Run 1, drive-strength map:
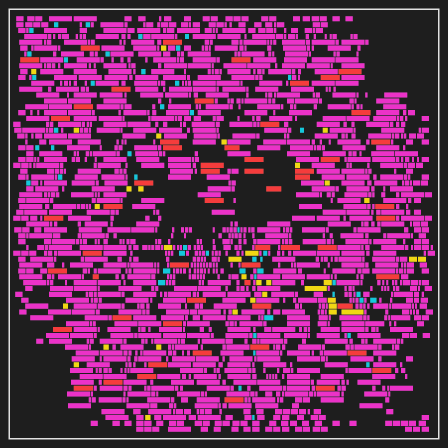
Run 1, cell density map:
The die is cut into 20 by 20 equal tiles; black is low, pale yellow is high, 0 to 100% covered.
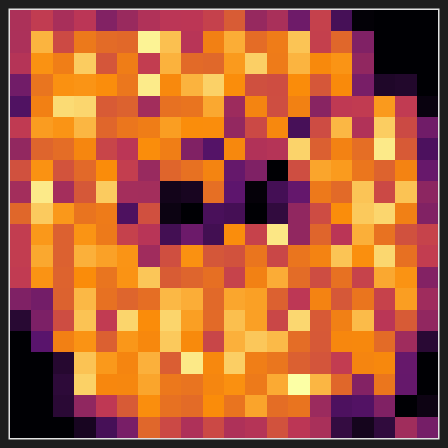
Run 1, sequential cells coloured by netlist name:
Other sequential cells in the stronger grey, the rest of the logic in the fainter grey.
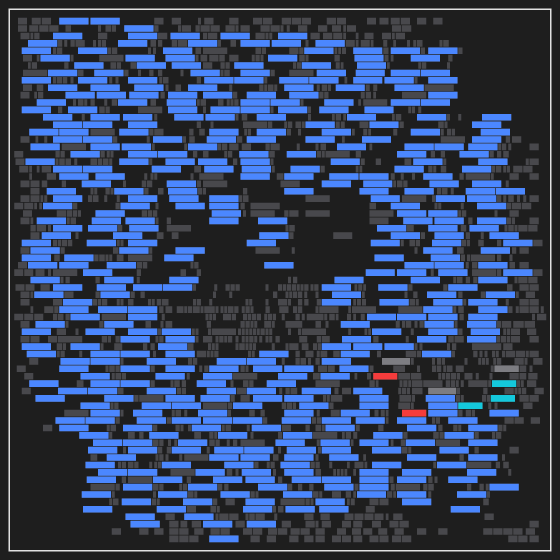
===== config.mk =====
export PLATFORM = sky130hd
export DESIGN_NAME = vec_decode_queue
export DESIGN_NICKNAME = d
export VERILOG_FILES = /design/src/rtl/vec_decode_pkg.sv /design/src/rtl/vec_uop_fifo.sv /design/src/rtl/vec_decode_queue.sv
export SDC_FILE = /design/constraint.sdc
export NUM_CORES = 1
export LEC_CHECK = 0
export ABC_AREA = 1
export ABC_CLOCK_PERIOD_IN_PS = 7050
export CAP_MARGIN = 20
export CORE_UTILIZATION = 48
export CTS_BUF_LIST = sky130_fd_sc_hd__clkbuf_4 sky130_fd_sc_hd__clkbuf_8 sky130_fd_sc_hd__clkbuf_16
export CTS_CLUSTER_SIZE = 30
export DETAILED_ROUTE_END_ITERATION = 12
export GPL_TIMING_DRIVEN = 1
export PLACE_DENSITY = 0.71
export SLEW_MARGIN = 0
export SYNTH_ARGS = -nofsm -noshare
export SYNTH_HDL_FRONTEND = slang
export SYNTH_SLANG_ARGS = --single-unit

===== constraint.sdc =====
create_clock -name clk -period 7.05 [get_ports clk]
set_input_delay 0.705 -clock clk [delete_from_list [all_inputs] [get_ports clk]]
set_output_delay 0.705 -clock clk [all_outputs]
set_load 0.1 [all_outputs]

===== src/rtl/vec_decode_pkg.sv =====
// Shared types and decode helpers for the vector decode queue.
// Decoding is a pure function so the queue top stays a thin handshake wrapper.
package vec_decode_pkg;

  localparam int XLEN = 32;

  typedef enum logic [6:0] {
    OPC_V_LOAD  = 7'h07,
    OPC_V_STORE = 7'h27,
    OPC_V_ARITH = 7'h57
  } vec_opcode_e;

  typedef enum logic [2:0] {
    F3_OPIVV = 3'b000,
    F3_OPFVV = 3'b001,
    F3_OPMVV = 3'b010,
    F3_OPIVI = 3'b011,
    F3_OPIVX = 3'b100,
    F3_OPFVF = 3'b101,
    F3_OPMVX = 3'b110,
    F3_CONF  = 3'b111
  } vec_func3_e;

  typedef enum logic [1:0] {
    CLS_ARITH = 2'd0,
    CLS_CONF  = 2'd1,
    CLS_LOAD  = 2'd2,
    CLS_STORE = 2'd3
  } vec_uop_class_e;

  typedef enum logic {
    CFG_IDLE = 1'b0,
    CFG_WAIT = 1'b1
  } cfg_state_e;

  typedef struct packed {
    vec_uop_class_e    cls;
    logic [2:0]        func3;
    logic [5:0]        func6;
    logic [4:0]        vd;
    logic [4:0]        vs1;
    logic [4:0]        vs2;
    logic [4:0]        vs3;
    logic [XLEN-1:0]   imm;
    logic              vm;
    logic [2:0]        width;
    logic              mew;
    logic [2:0]        nf;
    logic [1:0]        mop;
    logic [XLEN-1:0]   scalar1;
    logic [XLEN-1:0]   scalar2;
    logic              illegal;
  } vec_uop_t;

  localparam int UOP_W = $bits(vec_uop_t);

  localparam logic [5:0] F6_VADD  = 6'b000000;
  localparam logic [5:0] F6_VSUB  = 6'b000010;
  localparam logic [5:0] F6_VRSUB = 6'b000011;
  localparam logic [5:0] F6_VMINU = 6'b000100;
  localparam logic [5:0] F6_VMIN  = 6'b000101;
  localparam logic [5:0] F6_VMAXU = 6'b000110;
  localparam logic [5:0] F6_VMAX  = 6'b000111;
  localparam logic [5:0] F6_VAND  = 6'b001001;
  localparam logic [5:0] F6_VOR   = 6'b001010;
  localparam logic [5:0] F6_VXOR  = 6'b001011;
  localparam logic [5:0] F6_VSLL  = 6'b100101;
  localparam logic [5:0] F6_VSRL  = 6'b101000;
  localparam logic [5:0] F6_VSRA  = 6'b101001;

  localparam logic [5:0] F6_VMULHU  = 6'b100100;
  localparam logic [5:0] F6_VMUL    = 6'b100101;
  localparam logic [5:0] F6_VMULHSU = 6'b100110;
  localparam logic [5:0] F6_VMULH   = 6'b100111;
  localparam logic [5:0] F6_VMADD   = 6'b101001;
  localparam logic [5:0] F6_VNMSUB  = 6'b101011;
  localparam logic [5:0] F6_VMACC   = 6'b101101;
  localparam logic [5:0] F6_VNMSAC  = 6'b101111;

  localparam logic [7:0][5:0] OPM_F6_LIST = {
    F6_VMUL, F6_VMULH, F6_VMULHU, F6_VMULHSU,
    F6_VMACC, F6_VNMSAC, F6_VMADD, F6_VNMSUB
  };

  function automatic logic is_vec_opcode(input logic [6:0] opc);
    return (opc == OPC_V_ARITH) || (opc == OPC_V_LOAD) || (opc == OPC_V_STORE);
  endfunction

  // Integer ops: reverse-subtract has no VV form, sub/min/max have no VI form.
  function automatic logic opi_legal(input logic [2:0] f3, input logic [5:0] f6);
    logic ok;
    case (f6)
      F6_VADD:                                     ok = 1'b1;
      F6_VSUB, F6_VMINU, F6_VMIN, F6_VMAXU, F6_VMAX: ok = (f3 != F3_OPIVI);
      F6_VRSUB:                                    ok = (f3 != F3_OPIVV);
      F6_VAND, F6_VOR, F6_VXOR:                    ok = 1'b1;
      F6_VSLL, F6_VSRL, F6_VSRA:                   ok = 1'b1;
      default:                                     ok = 1'b0;
    endcase
    return ok;
  endfunction

  function automatic logic opm_legal(input logic [5:0] f6);
    logic hit;
    hit = 1'b0;
    for (int i = 0; i < 8; i++) begin
      hit = hit | (OPM_F6_LIST[i] == f6);
    end
    return hit;
  endfunction

  function automatic logic is_shift(input logic [5:0] f6);
    return (f6 == F6_VSLL) || (f6 == F6_VSRL) || (f6 == F6_VSRA);
  endfunction

  function automatic vec_uop_t decode_inst(input logic [XLEN-1:0] inst,
                                           input logic [XLEN-1:0] rs1,
                                           input logic [XLEN-1:0] rs2);
    vec_uop_t u;
    u       = '0;
    u.cls   = CLS_ARITH;
    u.func3 = inst[14:12];
    u.func6 = inst[31:26];
    u.vd    = inst[11:7];
    u.vs1   = inst[19:15];
    u.vs2   = inst[24:20];
    u.vm    = inst[25];
    case (inst[6:0])
      OPC_V_LOAD, OPC_V_STORE: begin
        u.cls     = (inst[6:0] == OPC_V_LOAD) ? CLS_LOAD : CLS_STORE;
        u.width   = inst[14:12];
        u.mew     = inst[28];
        u.nf      = inst[31:29];
        u.mop     = inst[27:26];
        u.scalar1 = rs1;
        // Indexed modes carry the index register in vs2, so no scalar stride.
        if (inst[26]) u.scalar2 = '0;
        else if (inst[27]) u.scalar2 = rs2;
        else u.scalar2 = XLEN'(inst[24:20]);
        if (inst[6:0] == OPC_V_STORE) u.vs3 = inst[11:7];
        else u.vs3 = 5'd0;
      end
      OPC_V_ARITH: begin
        if (inst[14:12] == F3_CONF) begin
          u.cls = CLS_CONF;
          if (!inst[31]) begin
            u.scalar1 = rs1;
            u.scalar2 = XLEN'(inst[30:20]);
          end else if (inst[30]) begin
            u.scalar1 = XLEN'(inst[19:15]);
            u.scalar2 = XLEN'(inst[29:20]);
          end else begin
            u.scalar1 = rs1;
            u.scalar2 = rs2;
            u.illegal = (inst[29:25] != 5'd0);
          end
        end else begin
          case (inst[14:12])
            F3_OPIVV: u.illegal = !opi_legal(inst[14:12], inst[31:26]);
            F3_OPIVX: begin
              u.vs1     = 5'd0;
              u.scalar1 = rs1;
              u.illegal = !opi_legal(inst[14:12], inst[31:26]);
            end
            F3_OPIVI: begin
              u.vs1 = 5'd0;
              if (is_shift(inst[31:26])) u.imm = XLEN'(inst[19:15]);
              else u.imm = {{(XLEN-5){inst[19]}}, inst[19:15]};
              u.illegal = !opi_legal(inst[14:12], inst[31:26]);
            end
            F3_OPMVV: begin
              u.vs3     = inst[11:7];
              u.illegal = !opm_legal(inst[31:26]);
            end
            F3_OPMVX: begin
              u.vs1     = 5'd0;
              u.scalar1 = rs1;
              u.illegal = !opm_legal(inst[31:26]);
            end
            default: u.illegal = 1'b1;
          endcase
        end
      end
      default: u.illegal = 1'b1;
    endcase
    return u;
  endfunction

endpackage


===== src/rtl/vec_uop_fifo.sv =====
// In-order pointer/count FIFO; flush empties it and overrides push/pop.
// Pushes while full and pops while empty are dropped.
module vec_uop_fifo #(
  parameter int  DEPTH = 4,
  parameter type T     = logic [7:0],
  localparam int PTR_W = $clog2(DEPTH),
  localparam int CNT_W = PTR_W + 1
) (
  input  logic             clk,
  input  logic             reset,
  input  logic             i_flush,
  input  logic             i_push,
  input  logic             i_pop,
  input  T                 i_wdata,
  output T                 o_rdata,
  output logic             o_full,
  output logic             o_empty,
  output logic [CNT_W-1:0] o_count
);

  T                 r_mem [DEPTH];
  logic [PTR_W-1:0] r_wr_ptr;
  logic [PTR_W-1:0] r_rd_ptr;
  logic [CNT_W-1:0] r_count;
  logic             w_do_push;
  logic             w_do_pop;

  assign o_full    = (r_count == CNT_W'(DEPTH));
  assign o_empty   = (r_count == CNT_W'(0));
  assign o_count   = r_count;
  assign o_rdata   = r_mem[r_rd_ptr];
  assign w_do_push = i_push & !o_full & !i_flush;
  assign w_do_pop  = i_pop & !o_empty & !i_flush;

  always_ff @(posedge clk or posedge reset) begin
    if (reset) begin
      r_wr_ptr <= '0;
      r_rd_ptr <= '0;
      r_count  <= '0;
    end else if (i_flush) begin
      r_wr_ptr <= '0;
      r_rd_ptr <= '0;
      r_count  <= '0;
    end else begin
      if (w_do_push) r_wr_ptr <= r_wr_ptr + PTR_W'(1);
      if (w_do_pop) r_rd_ptr <= r_rd_ptr + PTR_W'(1);
      case ({w_do_push, w_do_pop})
        2'b10:   r_count <= r_count + CNT_W'(1);
        2'b01:   r_count <= r_count - CNT_W'(1);
        default: r_count <= r_count;
      endcase
    end
  end

  // Payload storage needs no reset: entries are only read once counted valid.
  always_ff @(posedge clk) begin
    if (w_do_push) r_mem[r_wr_ptr] <= i_wdata;
  end

endmodule


===== src/rtl/vec_decode_queue.sv =====
// Vector decode front-end: decodes accepted instructions into uops, queues them,
// and holds issue after a CONF uop until the CSR unit acknowledges it.
module vec_decode_queue
  import vec_decode_pkg::*;
#(
  parameter int  DEPTH = 4,
  localparam int CNT_W = $clog2(DEPTH) + 1
) (
  input  logic             clk,
  input  logic             reset,
  input  logic             flush,
  input  logic             inst_valid,
  output logic             inst_ready,
  input  logic [XLEN-1:0]  vec_inst,
  input  logic [XLEN-1:0]  rs1_data,
  input  logic [XLEN-1:0]  rs2_data,
  output logic             is_vec,
  output logic             uop_valid,
  input  logic             uop_ready,
  output logic [UOP_W-1:0] uop,
  input  logic             csr_ack,
  output logic             cfg_pending,
  output logic [CNT_W-1:0] count
);

  vec_uop_t   w_dec_uop;
  vec_uop_t   w_head_uop;
  logic       w_full;
  logic       w_empty;
  logic       w_push;
  logic       w_pop;
  logic       w_head_conf;
  cfg_state_e r_cfg_state;
  cfg_state_e w_cfg_next;

  assign is_vec      = is_vec_opcode(vec_inst[6:0]);
  assign inst_ready  = !w_full;
  assign w_dec_uop   = decode_inst(vec_inst, rs1_data, rs2_data);
  assign w_push      = inst_valid & inst_ready & is_vec;
  assign cfg_pending = (r_cfg_state == CFG_WAIT);
  assign uop_valid   = !w_empty & !cfg_pending;
  assign w_pop       = uop_valid & uop_ready;
  assign w_head_conf = (w_head_uop.cls == CLS_CONF);
  assign uop         = w_head_uop;

  vec_uop_fifo #(
    .DEPTH (DEPTH),
    .T     (vec_uop_t)
  ) u_fifo (
    .clk     (clk),
    .reset   (reset),
    .i_flush (flush),
    .i_push  (w_push),
    .i_pop   (w_pop),
    .i_wdata (w_dec_uop),
    .o_rdata (w_head_uop),
    .o_full  (w_full),
    .o_empty (w_empty),
    .o_count (count)
  );

  always_ff @(posedge clk or posedge reset) begin
    if (reset) r_cfg_state <= CFG_IDLE;
    else r_cfg_state <= w_cfg_next;
  end

  // A CONF pop outranks a same-cycle ack: that ack belongs to an older CONF.
  always_comb begin
    w_cfg_next = r_cfg_state;
    if (flush) w_cfg_next = CFG_IDLE;
    else if (w_pop && w_head_conf) w_cfg_next = CFG_WAIT;
    else if (csr_ack) w_cfg_next = CFG_IDLE;
    else w_cfg_next = r_cfg_state;
  end

endmodule


==> CHANGELOG.md, run 1 <==
## Implementation

* Status: complete, no violations
* Reg area at 13,700 sq um
* F_max at 0.197 GHz
* IO buf count at 246
* Vias/cell at 5.48
* Final Setup Violations at 0
* Synth cell types at 36
* Init Core Util at 0.490
* Slowest-stage cell, CP: clkdlybuf4s50_1
* Max-cap viol count at 0
* Setup TNS at 0 ns
* Total number of vias at 12.2k
* DRT Wirelength at 44,200 um
* Leakage at 8.66 nW
* Die Y at 199 um
* Tot GR Track Use at 0.222
* Maximum clock path buffer count at 3
* Area reported by Yosys stat at 18,500 sq um
* Setup bufs post-CTS at 0
* Place WS at 2.56 ns
* Setup ws final at 1.98 ns
* Yosys cell count at 1,478
* Worst Path Max Fanout at 60
* Rows at 71
* Tcrit/Tclk final at 0.720
* WL/cell at 19.9 um
* Vias in the first global route at 11.7k
* Largest net degree at the start of global routing at 101
* CP Cell Sequence: clkinv_2 -> buf_4 -> o21ai_0 -> o22ai_1 -> clkdlybuf4s50_1
* Seq cells post-synth at 456
* Gate Area at 4010 sq um
* Tool warnings at 32
* IO Count at 247
* Top cells excl fill/tap: 448 x edfxtp_1, 278 x nor2_1, 248 x o21ai_0
* Root Driver: clkbuf_16
* # hold bufs at CTS at 0
* Htree depth at 2
* Max incr delay on CP at 1.20 ns
* DP HPWL at 26,100 um
* Clock Latency Late Sink at 0.54 ns
* # fillers at 2,977
* Number of detailed-route iterations in the first pass at 5
* Max transition margin at 0.254
* First-pass GRT wire length at 66,500 um
* Mapped Area at 18,500 sq um
* Worst reg2reg path depth at 7
* Least-Margin Pin Slew at 1.12 ns
* Proportion of layout cells with a drive suffix above 1 at 0.0814
* Average size of a mapped cell at 12.6 sq um
* Clock Sinks at 456
* Hold WS at 0.455 ns
* DR iter-0 viols at 910
* Ys Warns at 0
* TritonCTS Buffers at 45
* PD cells at 241 nW/um^2
* Final global-route overflow total at 0
* Top Metal Used: met4
* Residual DRC count at 0
* CTS resizes at 0
* CP Launch Type: flip-flop
* Worst-path clk slew at 0.06 ns
* Post-Route Skew at 0.0105 ns
* Synth Net Count at 1,585
* Cells after Synth at 1,478
* Final Max-Slew Violation Tally at 0
* HP Class: input pin to async pin
* DR WL met3 at 3270 um
* Fin nets at 1,783
* Worst Path Arrival at 4.37 ns
* RSZ-0062 raised after global routing: false
* Initial antenna violation count at 3
* Routability cong. at 0.796
* Final Power at 0.00547 W
* Most numerous logic cell after layout: edfxtp_1
* Post-synth seq share at 0.736
* Tmin final at 5.07 ns
* Chip area at 39,400 sq um
## Picture notes: 'drive-strength map'
legend:
  magenta:
    size: x1 and smaller
    cells: 1,568
  yellow:
    size: x3 and x4
    cells: 34
  cyan:
    size: x2
    cells: 48
  red:
    size: x6 and larger
    cells: 57

## Picture notes: 'cell density map'
tiles over 75% full: 25%
mean over tiles: 56%
densest ninth of the die: bottom centre
nearly empty tiles: 7.0%

## Picture notes: 'sequential cells coloured by netlist name'
legend:
  cyan:
    name_in_the_netlist: u_fifo.o_count
    sequential_cells: 3
  red:
    name_in_the_netlist: u_fifo.r_wr_ptr
    sequential_cells: 2
  blue:
    name_in_the_netlist: u_fifo.r_mem
    sequential_cells: 448
    where: spread over the die
not coloured: 3

-- run 1: worst max-delay path, delay by kind of cell (launching register included) --
| kind | cells | cell delay, ns |
|---|---|---|
| compound gates | 2 | 0.52 |
| buf+inv | 3 | 2.58 |
| flops | 1 | 0.67 |
-- run 1: power by group --
group	internal (W)	total, W	leakage, nW	switching [W]
clock	0.00137	0.00231	0.723	0.000934
sequential	0.00294	0.00295	4.93	0.00000122
combinational	0.0000788	0.000216	3.01	0.000138
-- run 1: layer usage --
metal,vias to the layer above,GRT usage
met1,5930,0.308
met4,0,0.0707
met3,78,0.0419
met2,481,0.357
li1,5679,-
met5,-,0
-- run 1: Yosys cell counts (all sizes together) --
cell type | instances | area share
nor3 | 6 | 0.0019
clkinv | 1 | 0.00027
a21oi | 11 | 0.0034
nand3 | 26 | 0.0086
nand2 | 93 | 0.020
clkbuf | 52 | 0.011
a22oi | 5 | 0.0020
ha | 4 | 0.0027
o22ai | 111 | 0.037
xnor2 | 1 | 0.00047
fa | 1 | 0.0011
a31oi | 1 | 0.00034
o21ai | 252 | 0.068
edfxtp | 448 | 0.73
buf | 56 | 0.020
nor2 | 308 | 0.067
a21boi | 1 | 0.00040
nand3b | 1 | 0.00040
inv | 91 | 0.018
dfrtp | 8 | 0.011
nor3b | 1 | 0.00040
-- run 1: per-stage QoR --
stage                util  area, sq um  cells
floorplan               -        18500   1478
global placement    0.562        21300   2139
detailed placement  0.562        21300   2140
CTS                 0.600        22700   2218
global route        0.600        22700   2221
finish              0.600        22700   2221
-- run 1: final timing paths --
kind	start	slack [ns]	end
worst max-delay path	u_fifo.r_rd_ptr[1]	1.98	uop[66]
worst min-delay path	reset	0.46	u_fifo.o_count[0]
worst max register to register	u_fifo.o_count[0]	3.67	u_fifo.r_mem[1][22]
worst min register to register	cfg_pending	0.58	cfg_pending
max in group asynchronous	reset	6.31	u_fifo.r_rd_ptr[0]
min in group clk	cfg_pending	0.58	cfg_pending
-- run 1: flip-flops by register name, summed over array words and instances, names as in the netlist --
register         cells
u_fifo.r_mem       448
u_fifo.o_count       3
u_fifo.r_rd_ptr      2
u_fifo.r_wr_ptr      2
cfg_pending          1
-- run 1: cell type report --
class                           instances  share of cell area
Sequential cell                       456               0.601
Multi-Input combinational cell        822               0.177
Timing Repair Buffer                  259               0.115
Clock buffer                           60              0.0561
Tap cell                              511              0.0281
Inverter                               92              0.0155
Clock inverter                         18             0.00721
Antenna cell                            3            0.000330
-- run 1: cell families (layout without fill, tap and decap cells) --
logic type,Yosys count,after routing,synth area share
XOR/XNOR,1,1,0.000472
buffers and inverters,200,429,0.0496
AND-OR/OR-AND,381,381,0.112
adder cells (fa/ha/maj),5,5,0.00378
flip-flops,456,456,0.736
AND/OR/NAND/NOR,435,435,0.0981
other,0,3,0
Run 1, placed cells, one colour a class:
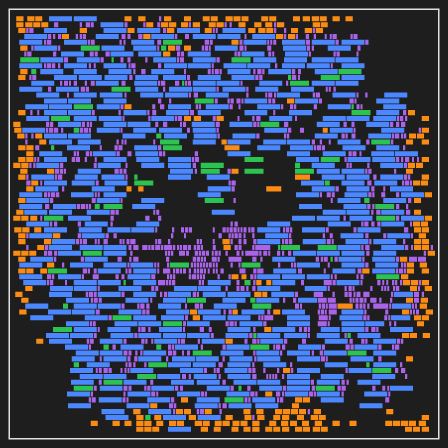

## Run 2: what changed since run 1
- ABC_CLOCK_PERIOD_IN_PS: 7050 -> 4400
- PLACE_DENSITY: 0.71 -> 0.74
- clock period: 7.05 -> 4.4 ns (I/O delays scaled with it)
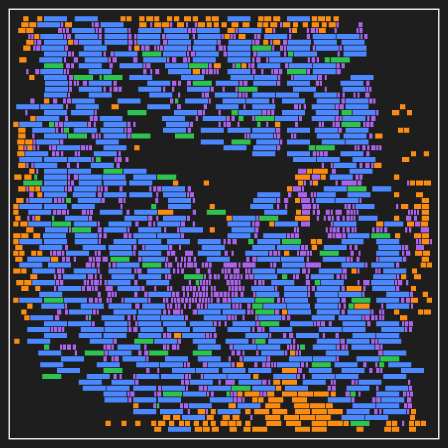
Run 2: placed cells, one colour a class
legend:
  orange:
    class: remaining buffers and delay cells
    cells: 267
    share_of_their_area: 12%
  purple:
    class: remaining logic cells
    cells: 914
    share_of_their_area: 20%
  blue:
    class: sequential cells
    cells: 456
    share_of_their_area: 62%
  green:
    class: clock drivers and dummy loads
    cells: 79
    share_of_their_area: 6.4%

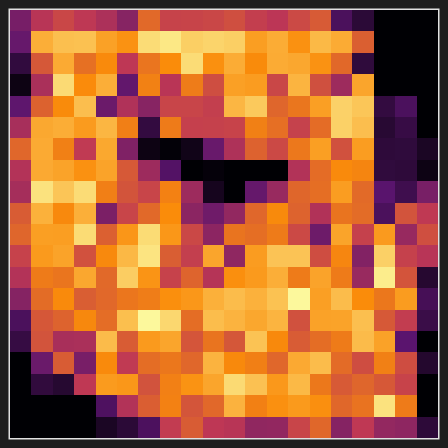
Run 2: cell density map
The die is cut into 20 by 20 equal tiles; black is low, pale yellow is high, 0 to 100% covered.
tiles over 75% full: 31%
mean over tiles: 56%
nearly empty tiles: 8.5%
fullest tile: 99%

==> CHANGELOG.md, run 2 <==
## Implementation

* Status: complete, no violations
* Vias/cell at 5.55 (+1.3%)
* Maximum clock path buffer count at 3 (unchanged)
* Top cell area share at 0.725 (unchanged)
* Total number of vias at 12.4k (+1.6%)
* N_diodes at 0 (-3)
* HP Class: input pin to async pin
* Init Core Util at 0.490 (unchanged)
* Seq pwr share at 0.540 (+0.002)
* Tool warnings at 30 (-6.3%)
* Worst Path Max Fanout at 79 (+32%)
* Synth cell types at 36 (unchanged)
* Root Driver: clkbuf_16
* Initial antenna violation count at 0 (-3)
* Top cells excl fill/tap: 448 x edfxtp_1, 278 x nor2_1, 248 x o21ai_0
* CP Launch Type: flip-flop
* Leakage at 9.03 nW (+4.2%)
* Crit path depth at 5 (unchanged)
* NetSw at 0.00176 W (+64%)
* IO Count at 247 (unchanged)
* TritonCTS Buffers at 46 (+2.2%)
* CP top delay family: buffers and inverters
* DR iter-0 viols at 1,201 (+32%)
* Fin nets at 1,792 (+0.50%)
* PD cells at 383 nW/um^2 (+59%)
* Chip area at 39,400 sq um (unchanged)
* Clock Latency Late Sink at 0.55 ns (about the same)
* Area reported by Yosys stat at 18,500 sq um (unchanged)
* Synth top cell by count: edfxtp_1
* Post-Route Skew at 0.0173 ns (+0.00688 ns)
* Average size of a mapped cell at 12.6 sq um (unchanged)
* Worst reg2reg path depth at 7 (unchanged)
* Leading area contributor after synthesis: edfxtp_1
* Tmin final at 3.42 ns
* Htree depth at 2 (unchanged)
* Final Setup Violations at 0 (unchanged)
* Worst IR Drop VDD at 0.304 mV
* # hold bufs at CTS at 0 (unchanged)
* Clock Sinks at 456 (unchanged)
* CTS resizes at 0 (unchanged)
* Least-Margin Pin Slew at 0.975 ns (-0.141 ns)
* Most numerous logic cell after layout: edfxtp_1
* Critical path buffer and inverter count at 3 (unchanged)
* Final global-route overflow total at 0 (unchanged)
* Max reg flops at 448 (unchanged)
* Cells after Synth at 1,478 (unchanged)
* Die Y at 199 um (unchanged)
* Residual DRC count at 0 (unchanged)
* Ys Warns at 0 (unchanged)
* Final Max-Slew Violation Tally at 0 (unchanged)
* Max-cap viol count at 0 (unchanged)
* Post-synth seq share at 0.736 (unchanged)
* CP Cell Sequence: inv_6 -> o21ai_0 -> o22ai_2 -> buf_4 -> buf_12
* Rows at 71 (unchanged)
* Clock power frac at 0.419 (-0.003)
* Routability cong. at 0.861 (+8.1%)
* F_max at 0.292 GHz
* Tot GR Track Use at 0.228 (+0.00540)
* Final Power at 0.00873 W (+60%)
* Number of detailed-route iterations in the first pass at 6 (+1)
* Worst-path clk slew at 0.06 ns (about the same)
* Top cells by count: 448 x edfxtp_1, 282 x nor2_1, 248 x o21ai_0
* Number of enable flip-flop cells at 448 (unchanged)
* DP HPWL at 26,900 um (+3.2%)
* Fraction of registers with async set/reset at 0.0175 (unchanged)
* IO buf count at 246 (unchanged)
* Max transition margin at 0.348 (+0.0937)
* Slowest-stage cell, CP: dfrtp_4
* Synth area leaders: edfxtp_1 73%, o21ai_0 6.7%, nor2_1 5.7%
* Largest net degree at the start of global routing at 92 (-8.9%)
* Vias in the first global route at 12.1k (+3.2%)
* Seq cells post-synth at 456 (unchanged)
* Mapped Area at 18,500 sq um (unchanged)
* Core Box Area at 37,800 sq um
* First-pass GRT wire length at 68,000 um (+2.2%)
* Setup TNS at 0 ns (unchanged)
* Largest register by flop count: u_fifo.r_mem
* Setup bufs post-CTS at 0 (unchanged)
* Sw Ratio at 0.201 (+0.00502)
* Max incr delay on CP at 0.64 ns (-0.56 ns)
* WL/cell at 20.3 um (+1.9%)
* Dominant Register Cell: edfxtp_1
* Combinational share of power at 0.041 (about the same)
* Crit end category: output port
* Yosys cell count at 1,478 (unchanged)
* Synth Net Count at 1,585 (unchanged)
* # fillers at 2,899 (-2.6%)
* RSZ-0062 raised after global routing: false
* Internal Power at 0.00698 W (+59%)
* Tcrit/Tclk final at 0.778
* DRT Wirelength at 45,100 um (+2.2%)
* Proportion of layout cells with a drive suffix above 1 at 0.168 (+0.0870)
* Worst Path Arrival at 2.98 ns (-1.39 ns)
==> run 2: routing by layer <==
layer | up-vias | GRT usage | share of wire
met4 | 0 | 0.0724 | 0.024
li1 | 5700 | - | -
met3 | 66 | 0.0373 | 0.087
met5 | - | 0 | 0
met2 | 567 | 0.373 | 0.48
met1 | 6031 | 0.312 | 0.41
==> run 2: layout make-up <==
| cell class | count | area, sq um | share of cell area |
|---|---|---|---|
| clock buffer | 65 | 1350 | 0.0592 |
| multi-input combinational | 822 | 4010 | 0.176 |
| sequential | 456 | 13700 | 0.600 |
| inverter | 92 | 353 | 0.0155 |
| clock inverter | 14 | 80.1 | 0.00352 |
| tap | 511 | 639 | 0.0281 |
| timing repair buffer | 267 | 2690 | 0.118 |
==> run 2: final timing paths <==
path | startpoint | to | slack [ns]
hold / removal | reset | u_fifo.r_rd_ptr[0] | 0.15
hold reg to reg | cfg_pending | cfg_pending | 0.57
setup reg to reg | u_fifo.o_count[0] | u_fifo.r_mem[1][52] | 1.70
setup / recovery | u_fifo.r_rd_ptr[0] | uop[94] | 0.98
max in group asynchronous | reset | u_fifo.r_rd_ptr[1] | 3.98
min in group clk | csr_ack | cfg_pending | 0.54
==> run 2: cells by family (layout without fill, tap and decap cells) <==
logic type               count (synthesis)  count (layout)  share of synthesized area
flip-flops                             456             456                      0.736
buffers and inverters                  200             438                     0.0496
XOR/XNOR                                 1               1                   0.000472
AND/OR/NAND/NOR                        435             435                     0.0981
adder cells (fa/ha/maj)                  5               5                    0.00378
AND-OR/OR-AND                          381             381                      0.112
==> run 2: power by group through the flow <==
stage / Clock, W / Sequential (W) / Combinational, W
finish: 0.00366 / 0.00472 / 0.000355
global route: 0.00387 / 0.00472 / 0.000375
CTS: 0.00371 / 0.00472 / 0.000355
detailed placement: 0 / 0.00481 / 0.000353
global placement: 0 / 0.00481 / 0.000349
floorplan: 0 / 0.00481 / 0.000181
==> run 2: stage by stage <==
| stage | cells | utilization | area (sq um) | hold WS (ns) | setup WS (ns) |
|---|---|---|---|---|---|
| 2_1_floorplan | 1478 | - | 18600 | 0.256 | -0.786 |
| 3_3_place_gp | 2148 | 0.564 | 21300 | 0.569 | 1.45 |
| 3_5_place_dp | 2148 | 0.564 | 21300 | 0.569 | 1.44 |
| 4_1_cts | 2227 | 0.602 | 22800 | 0.138 | 0.943 |
| 5_1_grt | 2227 | 0.602 | 22800 | 0.165 | 0.803 |
| 6_report | 2227 | 0.602 | 22800 | 0.146 | 0.976 |
Run 2, drive-strength map:
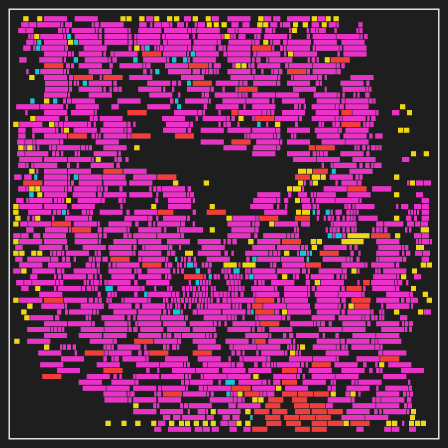

## Run 3: what changed since run 2
- ABC_CLOCK_PERIOD_IN_PS: 4400 -> 3200
- PLACE_DENSITY: 0.74 -> 0.71
- clock period: 4.4 -> 3.2 ns (I/O delays scaled with it)
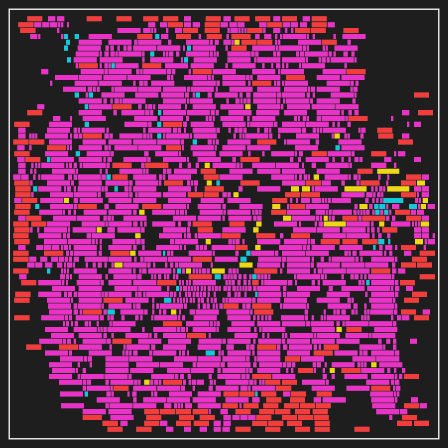
Run 3: drive-strength map
legend:
  magenta:
    size: x1 and smaller
    cells: 1,425
  yellow:
    size: x3 and x4
    cells: 41
  cyan:
    size: x2
    cells: 51
  red:
    size: x6 and larger
    cells: 207

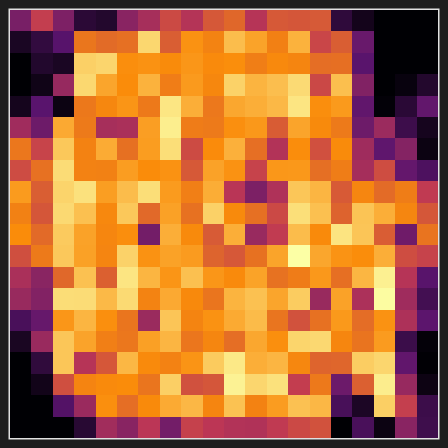
Run 3: cell density map
The die is cut into 20 by 20 equal tiles; black is low, pale yellow is high, 0 to 100% covered.
mean over tiles: 60%
emptiest ninth of the die: upper right
fullest tile: 100%
tiles over 75% full: 38%
nearly empty tiles: 5.8%

==> CHANGELOG.md, run 3 <==
## Implementation

* Status: complete, no violations
* Crit end category: output port
* Area Growth Syn to Fin at 31.5%
* Seq cells post-synth at 456 (unchanged)
* Synth Net Count at 1,585 (unchanged)
* N_diodes at 0 (unchanged)
* PD cells at 499 nW/um^2 (+30%)
* Initial antenna violation count at 0 (unchanged)
* Final Max-Slew Violation Tally at 0 (unchanged)
* Maximum clock path buffer count at 3 (unchanged)
* Largest net degree at the start of global routing at 95 (+3.3%)
* Yosys xor share at 0.000472 (unchanged)
* Worst IR Drop VDD at 0.393 mV (+29%)
* Slowest-stage cell, CP: dfrtp_4
* Worst-path clk slew at 0.06 ns (about the same)
* Final Setup Violations at 0 (unchanged)
* CTS tree: yes
* CP top delay family: buffers and inverters
* Init Core Util at 0.490 (unchanged)
* Synth Area in Adders at 0.00378 (unchanged)
* Max transition margin at 0.355 (+0.00684)
* Max reg flops at 448 (unchanged)
* Final global-route overflow total at 0 (unchanged)
* Top cells by count: 448 x edfxtp_1, 282 x nor2_1, 248 x o21ai_0
* Critical path buffer and inverter count at 3 (unchanged)
* Vias in the first global route at 11.9k (-1.1%)
* IO buf count at 246 (unchanged)
* # fillers at 2,726 (-6.0%)
* Tool warnings at 30 (unchanged)
* Leading area contributor after synthesis: edfxtp_1
* RSZ-0062 raised after global routing: false
* Cells after Synth at 1,478 (unchanged)
* Placed instance area at 22,900 sq um (+7.4%)
* Max-cap viol count at 0 (unchanged)
* Post-Route Skew at 0.0183 ns (+0.000908 ns)
* Hold WS at 0.0408 ns (-0.106 ns)
* Dominant Register Cell: edfxtp_1
* Synth top cell by count: edfxtp_1
* Top cells excl fill/tap: 448 x edfxtp_1, 276 x nor2_1, 248 x o21ai_0
* Final Core Density at 0.645 (+0.0427)
* Rows at 71 (unchanged)
* WL/cell at 20.1 um (-0.74%)
* Synth Area in Compound Gates at 0.112 (unchanged)
* DP HPWL at 27,500 um (+1.9%)
* F_max at 0.329 GHz
* Area reported by Yosys stat at 18,500 sq um (unchanged)
* Root Driver: clkbuf_16
* Number of detailed-route iterations in the first pass at 6 (unchanged)
* Die width at 199 um
* CP Launch Type: flip-flop
* IO Count at 247 (unchanged)
* Mux share at 0 (unchanged)
* Tcrit/Tclk final at 0.951
* Clock Sinks at 456 (unchanged)
* Leakage at 9.46 nW (+4.8%)
* HP Class: input pin to async pin
* Setup TNS at 0 ns (unchanged)
* Ys Warns at 0 (unchanged)
* Tmin final at 3.04 ns
* Req. time, crit path at 2.88 ns
* Worst Path Max Fanout at 82 (+3.8%)
* Proportion of layout cells with a drive suffix above 1 at 0.173 (+0.00502)
* # hold bufs at CTS at 0 (unchanged)
* Endpoints failing hold at 0
* Total number of vias at 12.4k (+0.0081%)
* Average size of a mapped cell at 12.6 sq um (unchanged)
* Fin nets at 1,798 (+0.33%)
* Clock Latency Late Sink at 0.55 ns (about the same)
* First-pass GRT wire length at 67,600 um (-0.55%)
* Setup bufs post-CTS at 0 (unchanged)
* Most numerous logic cell after layout: edfxtp_1
* Tot GR Track Use at 0.227 (-0.000308)
* CTS resizes at 0 (unchanged)
* TritonCTS Buffers at 45 (-2.2%)
* Synth area leaders: edfxtp_1 73%, o21ai_0 6.7%, nor2_1 5.7%
* Chip area at 39,400 sq um (unchanged)
* Least-Margin Pin Slew at 0.965 ns (-0.0102 ns)
* Simple share at 0.0981 (unchanged)
* Core Box Area at 37,800 sq um (unchanged)
* Synth cell types at 36 (unchanged)
* Yosys cell count at 1,478 (unchanged)
* Htree depth at 2 (unchanged)
* Number of enable flip-flop cells at 448 (unchanged)
* Final instance area at 24,400 sq um (+7.1%)
* Largest logic family: AND-OR/OR-AND gates
* Critical Setup Path Class: flip-flop to output port
* Routability cong. at 0.865 (+0.49%)
* CP Cell Sequence: buf_12 -> o21ai_0 -> o22ai_2 -> buf_12 -> buf_12
* Largest register by flop count: u_fifo.r_mem
* Top cell area share at 0.725 (unchanged)
* DR iter-0 viols at 1,207 (+0.50%)
* Residual DRC count at 0 (unchanged)
* Vias/cell at 5.53 (-0.35%)
* Max incr delay on CP at 0.70 ns (+0.06 ns)
* Post-synth seq share at 0.736 (unchanged)
* Die Y at 199 um (unchanged)
* Number of routed nets with antenna violations at 0
* Mapped Area at 18,500 sq um (unchanged)
* Worst Path Arrival at 2.72 ns (-0.26 ns)
* Fraction of registers with async set/reset at 0.0175 (unchanged)
* Critical Path Most Common Cell: buf_12
* DRT Wirelength at 45,000 um (-0.38%)
## run 3: worst paths after layout
path,start,end,cells after the start,slack [ns]
max,u_fifo.r_rd_ptr[1],uop[94],5,0.16
min,reset,u_fifo.o_count[0],2,0.04
max reg2reg,u_fifo.r_rd_ptr[0],cfg_pending,6,1.04
min reg2reg,cfg_pending,cfg_pending,2,0.58
max in group asynchronous,reset,u_fifo.r_rd_ptr[1],2,2.89
min in group clk,csr_ack,cfg_pending,4,0.43
## run 3: power breakdown
| part | total, W | internal (W) | switching [W] |
|---|---|---|---|
| Combinational | 0.000535 | 0.000216 | 0.000319 |
| Sequential | 0.00649 | 0.00649 | 0.00000291 |
| Clock | 0.00516 | 0.00306 | 0.00210 |
| Total | 0.0122 | 0.00976 | 0.00242 |
## run 3: final cells by class
| class | count | area (sq um) | share of cell area |
|---|---|---|---|
| clock buffers | 55 | 1240 | 0.0507 |
| inverters | 92 | 363 | 0.0149 |
| flip-flops and latches | 456 | 13700 | 0.560 |
| well taps | 511 | 639 | 0.0262 |
| repair buffers | 274 | 4230 | 0.174 |
| multi-input cells | 822 | 4030 | 0.165 |
| clock inverters | 25 | 218 | 0.00893 |
## run 3: through the flow
step	total power [W]	worst slack [ns]	instances
floorplan	0.00687	-0.0937	1478
global placement	0.00714	0.607	2155
detailed placement	0.00715	0.587	2155
CTS	0.0122	0.0252	2235
global route	0.0125	0.0138	2235
finish	0.0122	0.156	2235
## run 3: kinds of logic after synthesis
kind of cell | Yosys count
fa+ha+maj | 5
buf+inv | 200
simple gates | 435
compound gates | 381
flops | 456
xor+xnor | 1
## run 3: routing by layer
layer	share of wire	vias to the layer above	track usage	routed length, um
li1	-	5707	-	-
met1	0.41	6025	0.313	18600
met2	0.48	567	0.372	21800
met3	0.079	66	0.0414	3560
met4	0.021	0	0.0615	957
met5	0	-	0	0
No activity file was given, so power comes from the tool's default toggle rates.
